Fig. 1: met2 routing
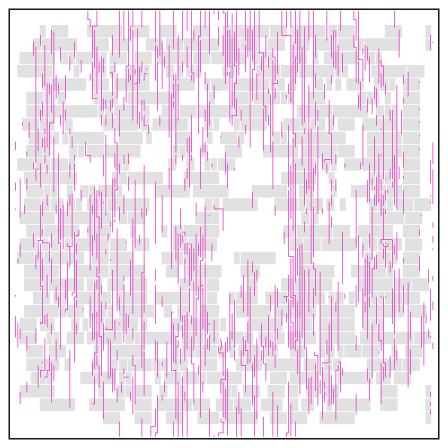
Fig. 2: signal wires on met1
Supply wires on this layer in grey.
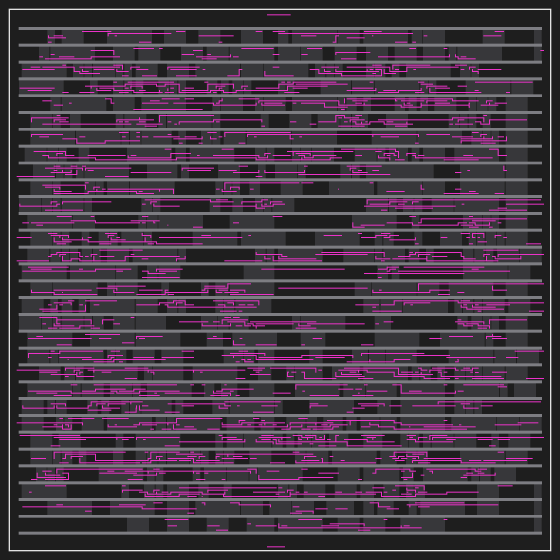
Fig. 3: nets reached from selected ports
Scale bar: 20 microns.
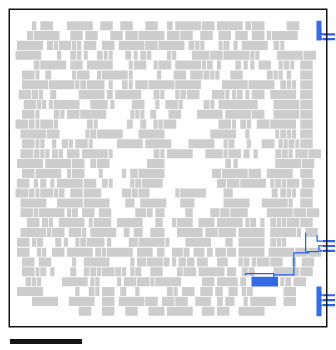
Fig. 4: routing congestion
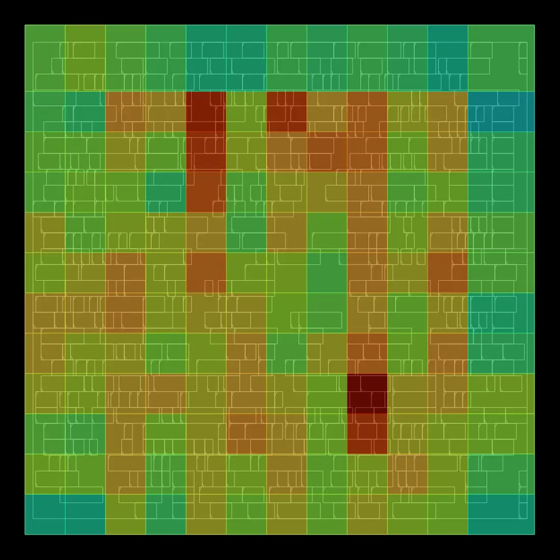
Fig. 5: register map, names as in the netlist
Other sequential cells in the stronger grey, the rest of the logic in the fainter grey.
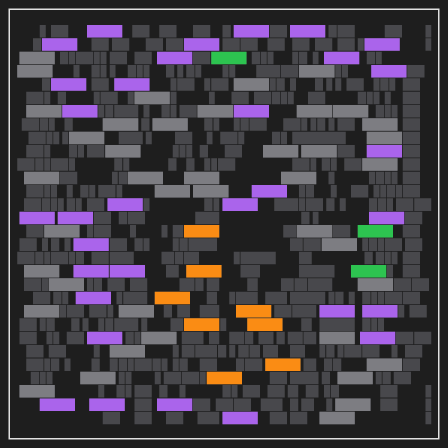
==> src/rtl/agen_fault_stage.sv <==
// AGEN -> MEM pipeline register; limit-check faults become a held,
// acknowledged #GP request that stalls upstream until accepted.
module agen_fault_stage #(
  parameter logic [7:0] FAULT_VECTOR = 8'h0D,
  parameter int         COUNT_WIDTH  = 8
) (
  input  logic                   clk,
  input  logic                   reset,
  input  logic                   flush,
  input  logic                   in_valid,
  output logic                   in_ready,
  input  logic [31:0]            in_address,
  input  logic [2:0]             in_segment,
  input  logic [2:0]             in_size,
  input  logic                   in_limit_fault,
  output logic                   out_valid,
  input  logic                   out_ready,
  output logic [31:0]            out_address,
  output logic [2:0]             out_segment,
  output logic [2:0]             out_size,
  output logic                   exc_req,
  output logic [7:0]             exc_vector,
  output logic [31:0]            exc_address,
  output logic [2:0]             exc_segment,
  input  logic                   exc_ack,
  output logic [COUNT_WIDTH-1:0] fault_count
);

  typedef enum logic {
    RUN   = 1'b0,
    FAULT = 1'b1
  } state_e;

  state_e                 state_q;
  logic                   out_valid_q;
  logic [31:0]            out_address_q;
  logic [2:0]             out_segment_q;
  logic [2:0]             out_size_q;
  logic [7:0]             exc_vector_q;
  logic [31:0]            exc_address_q;
  logic [2:0]             exc_segment_q;
  logic [COUNT_WIDTH-1:0] cnt_q;
  logic [COUNT_WIDTH-1:0] cnt_d;
  logic                   accept;

  assign in_ready = ~reset & (state_q == RUN)
                  & (~out_valid_q | out_ready) & ~flush;
  assign accept   = in_valid & in_ready;
  assign cnt_d    = (&cnt_q) ? cnt_q : cnt_q + COUNT_WIDTH'(1);

  always_ff @(posedge clk) begin
    if (reset) begin
      state_q       <= RUN;
      out_valid_q   <= 1'b0;
      out_address_q <= '0;
      out_segment_q <= '0;
      out_size_q    <= '0;
      exc_vector_q  <= '0;
      exc_address_q <= '0;
      exc_segment_q <= '0;
      cnt_q         <= '0;
    end else if (flush) begin
      // flush also wins over a same-cycle exc_ack
      state_q      <= RUN;
      out_valid_q  <= 1'b0;
      exc_vector_q <= '0;
    end else begin
      unique case (state_q)
        RUN: begin
          if (accept && in_limit_fault) begin
            // any older op is leaving this cycle, so the slot empties
            state_q       <= FAULT;
            out_valid_q   <= 1'b0;
            exc_vector_q  <= FAULT_VECTOR;
            exc_address_q <= in_address;
            exc_segment_q <= in_segment;
            cnt_q         <= cnt_d;
          end else if (accept) begin
            out_valid_q   <= 1'b1;
            out_address_q <= in_address;
            out_segment_q <= in_segment;
            out_size_q    <= in_size;
          end else if (out_ready) begin
            out_valid_q <= 1'b0;
          end
        end
        FAULT: begin
          if (out_ready) out_valid_q <= 1'b0;
          if (exc_ack) begin
            state_q      <= RUN;
            exc_vector_q <= '0;
          end
        end
        default: state_q <= RUN;
      endcase
    end
  end

  assign exc_req     = (state_q == FAULT);
  assign out_valid   = out_valid_q;
  assign out_address = out_address_q;
  assign out_segment = out_segment_q;
  assign out_size    = out_size_q;
  assign exc_vector  = exc_vector_q;
  assign exc_address = exc_address_q;
  assign exc_segment = exc_segment_q;
  assign fault_count = cnt_q;

endmodule
==> config.mk <==
export PLATFORM = sky130hd
export DESIGN_NAME = agen_fault_stage
export DESIGN_NICKNAME = d
export VERILOG_FILES = /design/src/rtl/agen_fault_stage.sv
export SDC_FILE = /design/constraint.sdc
export NUM_CORES = 1
export LEC_CHECK = 0
export ABC_AREA = 0
export CAP_MARGIN = 10
export CORE_UTILIZATION = 43
export CTS_BUF_LIST = sky130_fd_sc_hd__clkbuf_8
export DETAILED_ROUTE_END_ITERATION = 8
export PLACE_DENSITY_LB_ADDON = 0.15
export SLEW_MARGIN = 0
export SYNTH_ARGS = -nofsm -noshare
export SYNTH_HDL_FRONTEND = slang
export SYNTH_SLANG_ARGS = --single-unit
==> constraint.sdc <==
create_clock -name clk -period 2.1 [get_ports clk]
set_input_delay 0.42 -clock clk [delete_from_list [all_inputs] [get_ports clk]]
set_output_delay 0.42 -clock clk [all_outputs]
set_load 0.05 [all_outputs]
==> results.json <==
{
  "topCellsByArea": "dfxtp_1, nand2_1, a21oi_1",
  "crit_arrival_ns": 1.63,
  "rr_worst_depth": 5,
  "clkTransAtPathRegs_ns": 0.08,
  "final_cell_mix": "nand2_1, clkdlybuf4s50_1, dfxtp_1",
  "grt_use_met1_pct": 28.3,
  "cts_root_buf": "clkbuf_8",
  "setup_viol": 0,
  "synth.top_cells.by_count": "nand2_1, dfxtp_1, a21oi_1",
  "fmax_ghz": 0.489,
  "logic_gates": 268,
  "r2r_setup_slack_ns": 0.31,
  "wl_met2_microns": 3820,
  "power_frac_seq_pct": 51.7,
  "htree_levels": 3,
  "drt_pre_antenna_iters": 4,
  "met3_usage_pct": 6.54,
  "sh_comb_area_pct": 26.7,
  "rr_endpoint": "fault_count[5]",
  "fillers": 603,
  "inv_count": 4,
  "area.combinational_sq_mm": 0.00127,
  "min_to": "out_address[15]",
  "hpwl_microns": 5680,
  "top_cell": "nand2_1",
  "coreArea_sq_mm": 0.00691,
  "swShare_pct": 25.7,
  "clock_skew_ns": 0.00748,
  "dp.cells": 597,
  "synth-edff-count": 0,
  "aoi_share_pct": 15.4,
  "yosys.area.top_type_share_pct": 53.8,
  "worst-path-stages": 1,
  "hold_viol_final": 0,
  "fin_crit_ns": 2.05,
  "yosys_cells": 386,
  "n_all_buffers": 145,
  "logic_family": "simple AND/OR/NAND/NOR gates",
  "largest_class": "registers",
  "grt_busiest_layer": "met2",
  "fin_area_sq_mm": 0.00474,
  "outcome": "finished, final reports clean",
  "yosysWarnings": 0,
  "xor_share_pct": 0,
  "clock-sinks": 84,
  "insertion_delay_ns": 0.34,
  "ys_sh_simple_pct": 23.8,
  "crit_chain": "clkdlybuf4s50_1",
  "power_leader": "registers",
  "p_sw_uw": 813,
  "antenna_found_initial": 0,
  "tap_cells": 96,
  "syn_avg_cell_area_sq_um": 8.10,
  "dr.first_iter.drc_count": 127,
  "clkbuf_count": 10,
  "synth_top_cell_by_area": "dfxtp_1",
  "grt_max_degree": 85,
  "vdd_ir_drop_max_uv": 432,
  "drv_slew": 0,
  "drive_above_1_share_pct": 7.17,
  "buf_share_pct": 30.9,
  "lay_top_count": "nand2_1",
  "crit_type": "flip-flop to output pin",
  "first_global_vias": 2733,
  "synth_flops": 84,
  "syn_area_sq_mm": 0.00313,
  "comb-power_uw": 409,
  "num_io_pins": 137,
  "ys.flop_type": "dfxtp_1",
  "ctsResizeCount": 0,
  "dieHeight_microns": 87.3,
  "routed.top_layer": "met4",
  "wl_met3_microns": 604,
  "gr-total-overflow": 0,
  "timing.final.crit_share_pct": 97.4,
  "area_delta_synth_final_pct": 51.4,
  "intPower_uw": 2350,
  "rows": 30,
  "cp-start-kind": "flip-flop",
  "cts_buffers": 9,
  "cts_tree": "yes",
  "syn_inst": 386,
  "stdcell_count": 612,
  "cpMaxStageDelayCell": "clkdlybuf4s50_1",
  "synth_seq_share_pct": 53.8,
  "power_density_mw_per_mm2": 669,
  "final-clk-cell-share_pct": 4.01,
  "setup_ws_ns": 0.0546,
  "crit_family": "buffers and inverters",
  "setup.worst_path.end": "exc_req"
}
-- Fig. 1 (at the start) --
longest straight run: 35.7 microns
share of all routed wire: 47%
wire length on this layer: 3820 microns
main direction: vertical
Via Count: 2995
WL final: 8200 microns
Global Route met2 Usage: 35.7%

-- Fig. 2 (at the start) --
wire length on this layer: 3620 microns
main direction: horizontal
share of all routed wire: 44%
longest straight run: 28.1 microns

-- Fig. 3 (at the start) --
[blue] exc_vector | direction: output | edge: right | end cells: 6 | buffers: 3 | wire: 55.3 microns

-- Fig. 4 (at the start) --
DR WL/cell: 13.4 microns
Finished Core Util: 68.6%

-- Fig. 5 (at the start) --
[green] out_size | sequential cells: 3
[purple] out_address | sequential cells: 32 | where: widely spread
[orange] fault_count | sequential cells: 8
not coloured: 41
Reg area: 0.00168 sq mm
seq pwr: 1640 uW
flop share of the area: 35.5%

Power is estimated from default activity; no workload was simulated.
